sizes.png
Scale: 12 px per micron.
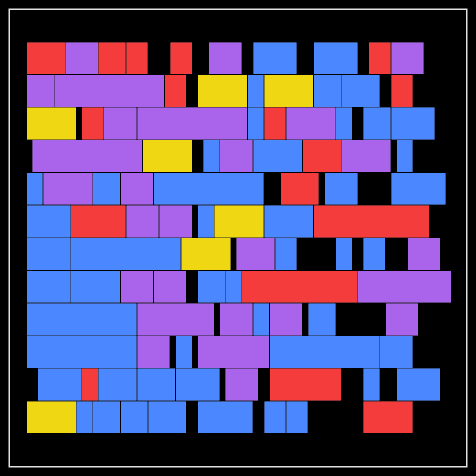
logic_types.png
Scale: 12 px per micron.
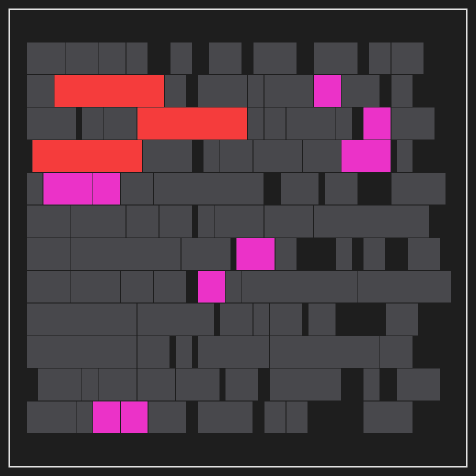
io_placement.png
Scale: 12 px per micron. Pins as bars across the die edge, other pins in gray.
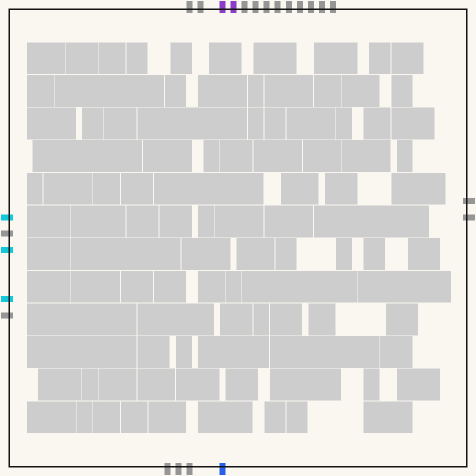
placement.png
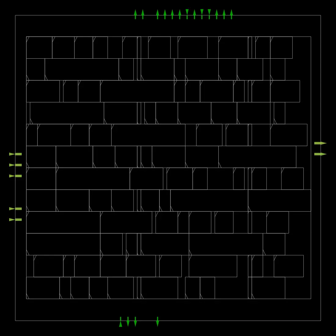
io_fan.png
Scale: 8 px per micron.
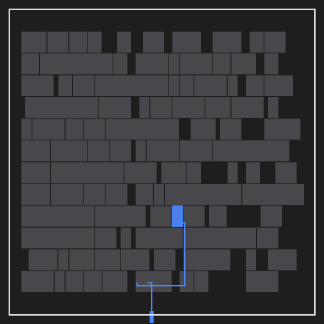
### config.mk
export PLATFORM = sky130hd
export DESIGN_NAME = dp_seq_ctrl
export DESIGN_NICKNAME = d
export VERILOG_FILES = /design/src/rtl/dp_seq_pkg.sv /design/src/rtl/dp_seq_wdog.sv /design/src/rtl/dp_seq_ctrl.sv
export SDC_FILE = /design/constraint.sdc
export NUM_CORES = 1
export LEC_CHECK = 0
export CORE_UTILIZATION = 38
export DETAILED_ROUTE_END_ITERATION = 16
export MAX_ROUTING_LAYER = met4
export PLACE_DENSITY = 0.85
export RECOVER_POWER = 100
export SETUP_SLACK_MARGIN = 0.15
export SLEW_MARGIN = 10
export SYNTH_ARGS = -nofsm -noshare
export SYNTH_HDL_FRONTEND = slang
export SYNTH_HIERARCHICAL = 1
export SYNTH_SLANG_ARGS = --single-unit
### constraint.sdc
create_clock -name clk -period 2 [get_ports clk]
set_input_delay 0.3 -clock clk [delete_from_list [all_inputs] [get_ports clk]]
set_output_delay 0.3 -clock clk [all_outputs]
set_load 0.01 [all_outputs]
### src/rtl/dp_seq_pkg.sv
// Shared types and decode helpers for the top_DP sequencer.
// Optional WAIT watchdog is enabled by defining DP_SEQ_TIMEOUT_EN.
package dp_seq_pkg;

  typedef enum logic [2:0] {
    ST_IDLE  = 3'd0,
    ST_LOAD  = 3'd1,
    ST_START = 3'd2,
    ST_WAIT  = 3'd3,
    ST_OUT   = 3'd4,
    ST_DONE  = 3'd5
  } state_t;

  typedef enum logic [1:0] {
    U_CALC = 2'd0,
    U_DIV  = 2'd1,
    U_MULT = 2'd2,
    U_ILL  = 2'd3
  } unit_t;

  localparam logic [2:0] OP_ADD  = 3'b000;
  localparam logic [2:0] OP_SUB  = 3'b001;
  localparam logic [2:0] OP_AND  = 3'b010;
  localparam logic [2:0] OP_XOR  = 3'b011;
  localparam logic [2:0] OP_DIV  = 3'b100;
  localparam logic [2:0] OP_MULT = 3'b101;

  localparam logic [1:0] SEL_NONE = 2'b00;
  localparam logic [1:0] SEL_CALC = 2'b01;
  localparam logic [1:0] SEL_MULT = 2'b10;
  localparam logic [1:0] SEL_DIV  = 2'b11;

  function automatic unit_t unit_of(input logic [2:0] op);
    unit_t u;
    case (op)
      OP_ADD, OP_SUB,
      OP_AND, OP_XOR: u = U_CALC;
      OP_DIV:         u = U_DIV;
      OP_MULT:        u = U_MULT;
      default:        u = U_ILL;
    endcase
    return u;
  endfunction

endpackage

### src/rtl/dp_seq_wdog.sv
// WAIT-cycle watchdog for dp_seq_ctrl (used under DP_SEQ_TIMEOUT_EN).
// expire_o is high during the LIMIT-th enabled cycle after a clear.
module dp_seq_wdog #(
  parameter int LIMIT = 16
) (
  input  logic clk,
  input  logic rst,
  input  logic clr_i,
  input  logic en_i,
  output logic expire_o
);

  localparam int W = $clog2(LIMIT + 1);

  logic [W-1:0] cnt_q;
  logic [W-1:0] cnt_d;

  always_comb begin
    cnt_d = cnt_q;
    if (clr_i)
      cnt_d = '0;
    else if (en_i)
      cnt_d = cnt_q + 1'b1;
  end

  always_ff @(posedge clk or posedge rst) begin
    if (rst)
      cnt_q <= '0;
    else
      cnt_q <= cnt_d;
  end

  assign expire_o = (cnt_q == W'(LIMIT - 1));

endmodule

### src/rtl/dp_seq_ctrl.sv
// Moore sequencer driving the top_DP control word for one command.
// Define DP_SEQ_TIMEOUT_EN to abort a stuck WAIT after TIMEOUT_CYCLES.
module dp_seq_ctrl
  import dp_seq_pkg::*;
#(
  parameter int OPW            = 3,
  parameter int TIMEOUT_CYCLES = 16
) (
  input  logic           clk,
  input  logic           rst,
  input  logic           go,
  input  logic [OPW-1:0] op,
  input  logic           done_calc,
  input  logic           done_div,
  input  logic           done_mult,
  output logic           en_x,
  output logic           en_y,
  output logic           go_calc,
  output logic           go_div,
  output logic           go_mult,
  output logic [1:0]     op_calc,
  output logic           sel_h,
  output logic [1:0]     sel_l,
  output logic           en_out_h,
  output logic           en_out_l,
  output logic           busy,
  output logic           done,
  output logic           err
);

  state_t     state_q, state_d;
  logic [2:0] op_q, op_d;
  logic       err_q, err_d;
  unit_t      unit;
  logic       unit_done;
  logic       tmo_hit;

  assign unit = unit_of(op_q);

  always_comb begin
    unit_done = 1'b0;
    case (unit)
      U_CALC:  unit_done = done_calc;
      U_DIV:   unit_done = done_div;
      U_MULT:  unit_done = done_mult;
      default: unit_done = 1'b0;
    endcase
  end

`ifdef DP_SEQ_TIMEOUT_EN
  logic wdog_expire;

  dp_seq_wdog #(
    .LIMIT (TIMEOUT_CYCLES)
  ) u_wdog (
    .clk      (clk),
    .rst      (rst),
    .clr_i    (state_q == ST_START),
    .en_i     (state_q == ST_WAIT),
    .expire_o (wdog_expire)
  );

  assign tmo_hit = wdog_expire;
`else
  // Constant false; WAIT never aborts without the watchdog.
  assign tmo_hit = (TIMEOUT_CYCLES < 0);
`endif

  always_comb begin
    state_d = state_q;
    op_d    = op_q;
    err_d   = err_q;
    unique case (state_q)
      ST_IDLE: begin
        if (go) begin
          if (unit_of(op[2:0]) == U_ILL) begin
            err_d   = 1'b1;
            state_d = ST_DONE;
          end else begin
            op_d    = op[2:0];
            state_d = ST_LOAD;
          end
        end
      end
      ST_LOAD:  state_d = ST_START;
      ST_START: state_d = ST_WAIT;
      ST_WAIT: begin
        if (unit_done) begin
          state_d = ST_OUT;
        end else if (tmo_hit) begin
          err_d   = 1'b1;
          state_d = ST_DONE;
        end
      end
      ST_OUT:   state_d = ST_DONE;
      ST_DONE: begin
        err_d   = 1'b0;
        state_d = ST_IDLE;
      end
      default:  state_d = ST_IDLE;
    endcase
  end

  always_ff @(posedge clk or posedge rst) begin
    if (rst) begin
      state_q <= ST_IDLE;
      op_q    <= 3'b000;
      err_q   <= 1'b0;
    end else begin
      state_q <= state_d;
      op_q    <= op_d;
      err_q   <= err_d;
    end
  end

  logic in_sel;
  logic in_calc;

  assign in_sel  = (state_q == ST_WAIT) || (state_q == ST_OUT);
  assign in_calc = in_sel || (state_q == ST_START);

  always_comb begin
    en_x     = (state_q == ST_LOAD);
    en_y     = (state_q == ST_LOAD);
    go_calc  = 1'b0;
    go_div   = 1'b0;
    go_mult  = 1'b0;
    op_calc  = 2'b00;
    sel_h    = 1'b0;
    sel_l    = SEL_NONE;
    en_out_h = 1'b0;
    en_out_l = 1'b0;
    busy     = (state_q != ST_IDLE);
    done     = (state_q == ST_DONE);
    err      = (state_q == ST_DONE) && err_q;
    if (state_q == ST_START) begin
      go_calc = (unit == U_CALC);
      go_div  = (unit == U_DIV);
      go_mult = (unit == U_MULT);
    end
    if (in_calc && unit == U_CALC)
      op_calc = op_q[1:0];
    // Mux selects settle in WAIT so OUT only flips the enables.
    if (in_sel) begin
      case (unit)
        U_CALC:  sel_l = SEL_CALC;
        U_DIV: begin
          sel_l = SEL_DIV;
          sel_h = 1'b1;
        end
        U_MULT:  sel_l = SEL_MULT;
        default: sel_l = SEL_NONE;
      endcase
    end
    if (state_q == ST_OUT) begin
      en_out_l = 1'b1;
      en_out_h = (unit != U_CALC);
    end
  end

endmodule

==> out/results.txt <==
Post-route DRC - 0
Pre-Place Util - 42.6%
P_clk - 0.000140 W
Clock latency at the later pin of the worst-skew pair - 260 ps
GRT Total Usage - 28.5%
Mux area share - 6.85%
Global-route track usage on met1 - 33.9%
Final setup violation count - 1
Worst-margin pin slew - 387 ps
Total Power - 0.00159 W
Yosys xor share - 0%
Cycle use final - 100%
Crit path buf inv count - 2
Antenna Cells - 0
Adder share - 7.61%
Top cells, area - dfrtp_1 (36%), and3_1 (8.9%), ha_1 (7.6%)
Final Hold Vio Count - 0
Flop share of the area - 17.8%
DRT iter0 DRCs - 18
Met1 WL - 883 microns
Max Used Layer - met4
VDD IR max - 0.951 mV
Total combinational power - 0.00117 W
CP max-delay cell - dfrtp_1
Log Warnings - 30
CTS tree - done
Status - finished, violations left
CTS clk-pin slew, worst paths - 70 ps
Core area - 1160 sq um
Met3 WL - 131 microns
Crit start category - flip-flop
DPL Wire Length - 1190 microns
Logic area - 394 sq um
Cts hold-fix bufs - 0
Top logic family - simple AND/OR/NAND/NOR gates
Share of layout cells above drive strength 1 - 51.0%
Ys cells - 56
Final Max Tran Viols - 0
Pint - 0.000871 W
Endpoint of the worst register-to-register path - state_q[0]$_DFFE_PP0P_
Post-Syn Area - 493 sq um
Capture point of the worst path - go_calc
Syn Inst Count - 56
Register area share after synthesis - 35.5%
Tap cells - 14
Comb_multi_in - 40
Synth flops - 7
ClkCell Share - 2.76%
Setup TNS - -7.40 ps
Switching pwr - 0.000722 W
Post-DRT Antenna Nets - 0
Pleak - 0.506 nW
Critical R2R Launch - op_q[0]$_DFFE_PP0P_
Dominant logic cell types in the final layout - buf_4 (13), clkdlybuf4s50_1 (7), buf_6 (7)
DR vias/cell - 5.86
Simple Share, Synth - 28.4%
Initial DRT Pass Iterations - 4
# Max-Cap Violations - 0
Largest net degree at the start of global routing - 8
Placer Congestion - 0.748
GRT met3 Usage - 4.07%
CP startpoint - op_q[0]$_DFFE_PP0P_
Global-route wire length before repair - 2760 microns
Seq pwr - 0.000284 W
Synthesized area per cell - 8.80 sq um
Met2 WL - 1180 microns
Placed Area - 786 sq um
Overflow after GRT - 0
Hold Path Class - primary input to asynchronous set/reset pin
Slew headroom - 74.0%
Cell Pwr Density - 1600 nW/um^2
FF/Latch Area - 178 sq um
Clk_buf instances - 3
Critical path's top delay family - simple AND/OR/NAND/NOR gates
Top cell category - logic gates
Compound Share, Synth - 14.0%
Postcts setup bufs - 5
Distinct lib cells used - 24
Slowest stage delay, CP - 410 ps
Root buf cell - clkbuf_4
Final nets - 113
Invs w/o clock - 8
Fin Clk Skew - 7.66 ps
Routed wire length - 2280 microns
Hold Worst Slack - 433 ps
Fmax - 498 MHz
Worst EP required - 1700 ps
CP endpoint kind - output port
Syn Nets - 68
Top flop regs - op_q x3, state_q x3, err_q x1
RSZ-0062 raised after global routing - true
Clk sinks - 7
DR WL/cell - 20.0 microns
Final worst slack - -7.40 ps
Flop pwr share - 17.8%
Antenna violations before repair - 0
Sw Share - 45.3%
Clock buffer depth - 2
Pwr top - combinational cells
Min Tclk post-route - 2010 ps
GRT met2 Usage - 50.8%
H-tree Lvls - 1
Via Count - 668
CTS resizes - 63
Vias in the first global route - 611
CP max FO - 3
Comb pwr share - 73.4%
Worst Reg-to-Reg Cells - 8
CP Cell Sequence - nor3b_2 > inv_2 > ha_4 > o21ai_4 > and3_1 > buf_2
GR peak layer - met2
TritonCTS buffer count - 3
Die ar. - 1450 sq um
Register-to-Register Setup Slack - 100 ps
Yosys warnings - 6
Synth top area share - 35.5%
WS Path Type - flip-flop to output port
Critical path arrival - 1710 ps
Crit. path cell count - 6
Yosys stat chip area - 493 sq um
Failing checks - negative setup slack
Clock Power Share - 8.8%
Synth area leader - dfrtp_1
Signal buf overhead - 34.8%
-- sizes.png (at the start) --
_3 and _4 cells -> purple  # cells 27
_0 and _1 cells -> blue  # cells 49
_6 and larger -> yellow  # cells 7
_2 cells -> red  # cells 17
synthesis-to-finish area growth: 102%
Non-CTS buffers: 41
final worst slack: -7.40 ps
design area: 996 sq um

-- logic_types.png (at the start) --
AND and OR gates -> magenta  # cells 9, most used and3_1
adder and majority cells -> red  # cells 3, most used ha_4
most numerous logic cell after layout: buf_4
Non-Filler Instances: 114
multi-input combinational area share: 39.6%

-- io_placement.png (at the start) --
busy -> blue  # pins 1, direction output, edge south
op -> cyan  # pins 3, direction input, edge west
sel_l -> purple  # pins 2, direction output, edge north
all pins by edge = 13 north, 5 west, 4 south, 2 east
PortBufs: 23
Die X: 38.0 microns
Die H: 38.0 microns

-- placement.png (at the start) --
standard-cell rows: 12
FF+latch count: 7
fill count: 63
final core occ: 86.1%

-- io_fan.png (at the start) --
busy -> blue  # direction output, edge south, end cells 1, buffers 1, wire 18.9 microns
I/O pin count: 24

[cell usage after synthesis]
cell type	instances
nor2b_1	1
a22o_1	1
nand3_2	1
mux2_1	3
a31oi_1	2
o32ai_1	1
nor3_1	1
nand2b_1	1
o21ai_0	2
ha_1	3
inv_1	8
a41oi_1	1
nor3_2	1
and3_1	7
buf_4	1
nor3b_1	2
a21boi_1	1
nand3_1	1
nor2_1	3
nand2_1	4
a21o_1	1
and2_1	2
dfrtp_1	7
o21ai_1	1
[through the flow]
| stage | std cells | setup WS, ps | util [%] |
|---|---|---|---|
| finish | 114 | -7.40 | 86.1 |
| CTS | 108 | 49.5 | 78.1 |
| floorplan | 56 | 285 | - |
| detailed placement | 99 | -392 | 68.0 |
| global route | 114 | -84.7 | 86.1 |
| global placement | 99 | -152 | 68.0 |
Power is estimated from default activity; no workload was simulated.
